Design regfile_alu_seq, sky130hd; sources not shown.
Figure 1. M1 wires.
Scale: 4 px per um.
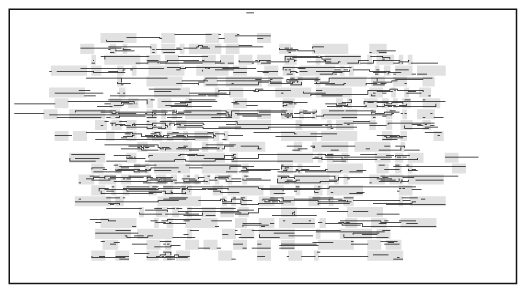
- wire length on this layer: 3170 um
- main direction: horizontal
- share of all routed wire: 47%
- nets with wire on the layer: 264
grt met1 use: 0.217
via count: 1916
final WL: 6.81 mm

Figure 2. Signal wires on met2.
Scale: 4 px per um.
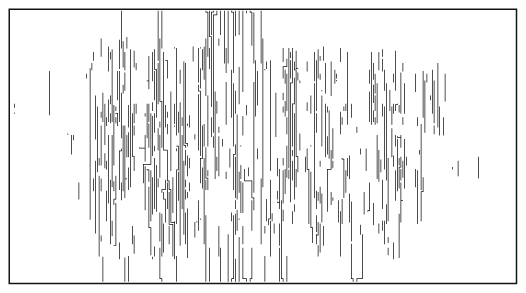
- share of all routed wire: 48%
- nets with wire on the layer: 259
- wire length on this layer: 3250 um
- main direction: vertical
M2 GR Usage: 0.289

Figure 3. The metal 3 layer.
Scale: 3 px per um.
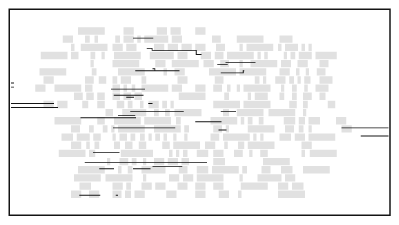
- main direction: horizontal
- longest straight run: 40.5 um
- wire length on this layer: 296 um
- share of all routed wire: 4.3%
- nets with wire on the layer: 21
grt met3 use: 0.0351

Figure 4. The metal 4 layer.
Scale: 3 px per um.
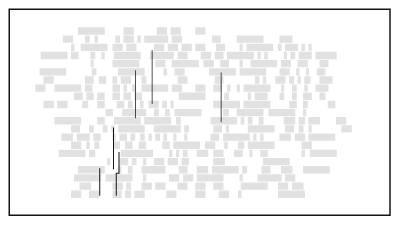
- wire length on this layer: 87.3 um
- share of all routed wire: 1.3%
- main direction: vertical

==> impl_metrics.env <==
# source this file to load flow results
export IMPL_edf_count=0
export IMPL_die_x_um=126
export IMPL_path_class="reg -> reg"
export IMPL_grt_busiest_layer="met2"
export IMPL_path_cells="nor2b_1, nor2_1, xnor2_1, ha_1, a21o_1, a31oi_1, xor2_1, mux2_2, a31oi_1"
export IMPL_postRouteAntennaNets=0
export IMPL_cts_root_buf="clkbuf_16"
export IMPL_highest_layer="met4"
export IMPL_cts_buffers=5
export IMPL_syn_nets=240
export IMPL_ios=43
export IMPL_finClkSkew_ns=0.00715
export IMPL_clk_path_buf_depth=2
export IMPL_clkLatencyLatePin_ns=0.28
export IMPL_slew_headroom=0.465
export IMPL_rows=21
export IMPL_status="finished clean"
export IMPL_grt_ovfl_total=0
export IMPL_r2r_cells=9
export IMPL_drt_iter0_drc=143
export IMPL_hold_path_class="in -> async"
export IMPL_p_switching_mw=1.38
export IMPL_cp_end_kind="flop"
export IMPL_warning_count=28
export IMPL_cts_sinks=40
export IMPL_layout_top_cell="clkdlybuf4s50_1"
export IMPL_cp_depth=9
export IMPL_drtPass1Iterations=4
export IMPL_start_kind="flop"
export IMPL_crit_buf_inv=0
export IMPL_lay_top_cells="clkdlybuf4s50_1 (42), dfrtp_1 (40), nand2_1 (28)"
export IMPL_drive_above_1_share=0.123
export IMPL_yosys_stat_cells=215
export IMPL_synth_comb_largest_family="AND-OR/OR-AND gates"
export IMPL_clk_transition_reported_paths_ns=0.06
logic make-up after synthesis:
logic type                 after synthesis
AOI/OAI and AO/OA                       61
xor gates and xnor gates                 3
adders and majority gates                9
buffers and inverters                   19
DFF                                     40
muxes                                   24
and+or+nand+nor                         59
Yosys cell counts, types with 2 or more instances:
cell,number
o221ai_1,8
inv_1,12
nor3b_1,2
nor2_1,9
a22oi_1,14
mux4_2,4
maj3_1,2
a21oi_1,5
a31oi_1,2
and3_1,2
nor3_1,3
or3b_2,3
ha_1,6
mux2_2,9
dfrtp_1,40
o21ai_0,20
o21ai_1,4
a21o_1,2
nand2_1,28
o2bb2ai_1,3
clkbuf_1,4
xor2_1,2
mux2i_1,10
worst register-to-register path, cell delays in order (launching register included):
cell and delay (ns):
dfrtp_1 0.48, nor2b_1 0.26, nor2_1 0.08, xnor2_1 0.13
ha_1 0.32, a21o_1 0.17, a31oi_1 0.17, xor2_1 0.27
mux2_2 0.37, a31oi_1 0.16
metrics by stage:
| stage | util | std cells | area (um^2) |
|---|---|---|---|
| 2_1_floorplan | - | 215 | 2240 |
| 3_3_place_gp | 0.417 | 345 | 2760 |
| 3_5_place_dp | 0.417 | 345 | 2760 |
| 4_1_cts | 0.441 | 353 | 2920 |
| 5_1_grt | 0.441 | 353 | 2920 |
| 6_report | 0.441 | 353 | 2920 |
layout make-up:
type	count	area, um^2
sequential	40	1000
multi-input combinational	156	1160
timing repair buffer	44	435
clock inverter	2	35.0
clock buffer	6	129
fill	768	3700
inverter	13	48.8
tap	92	115
power by group through the flow:
stage	clock network, mW	registers [mW]	logic [mW]
2_1_floorplan	0	1.08	0.986
3_3_place_gp	0	1.14	1.57
3_5_place_dp	0	1.16	1.64
4_1_cts	0.610	1.15	1.66
5_1_grt	0.638	1.21	1.80
6_report	0.604	1.16	1.64
Power figures rest on the tool's default switching activity, not on a simulated workload.
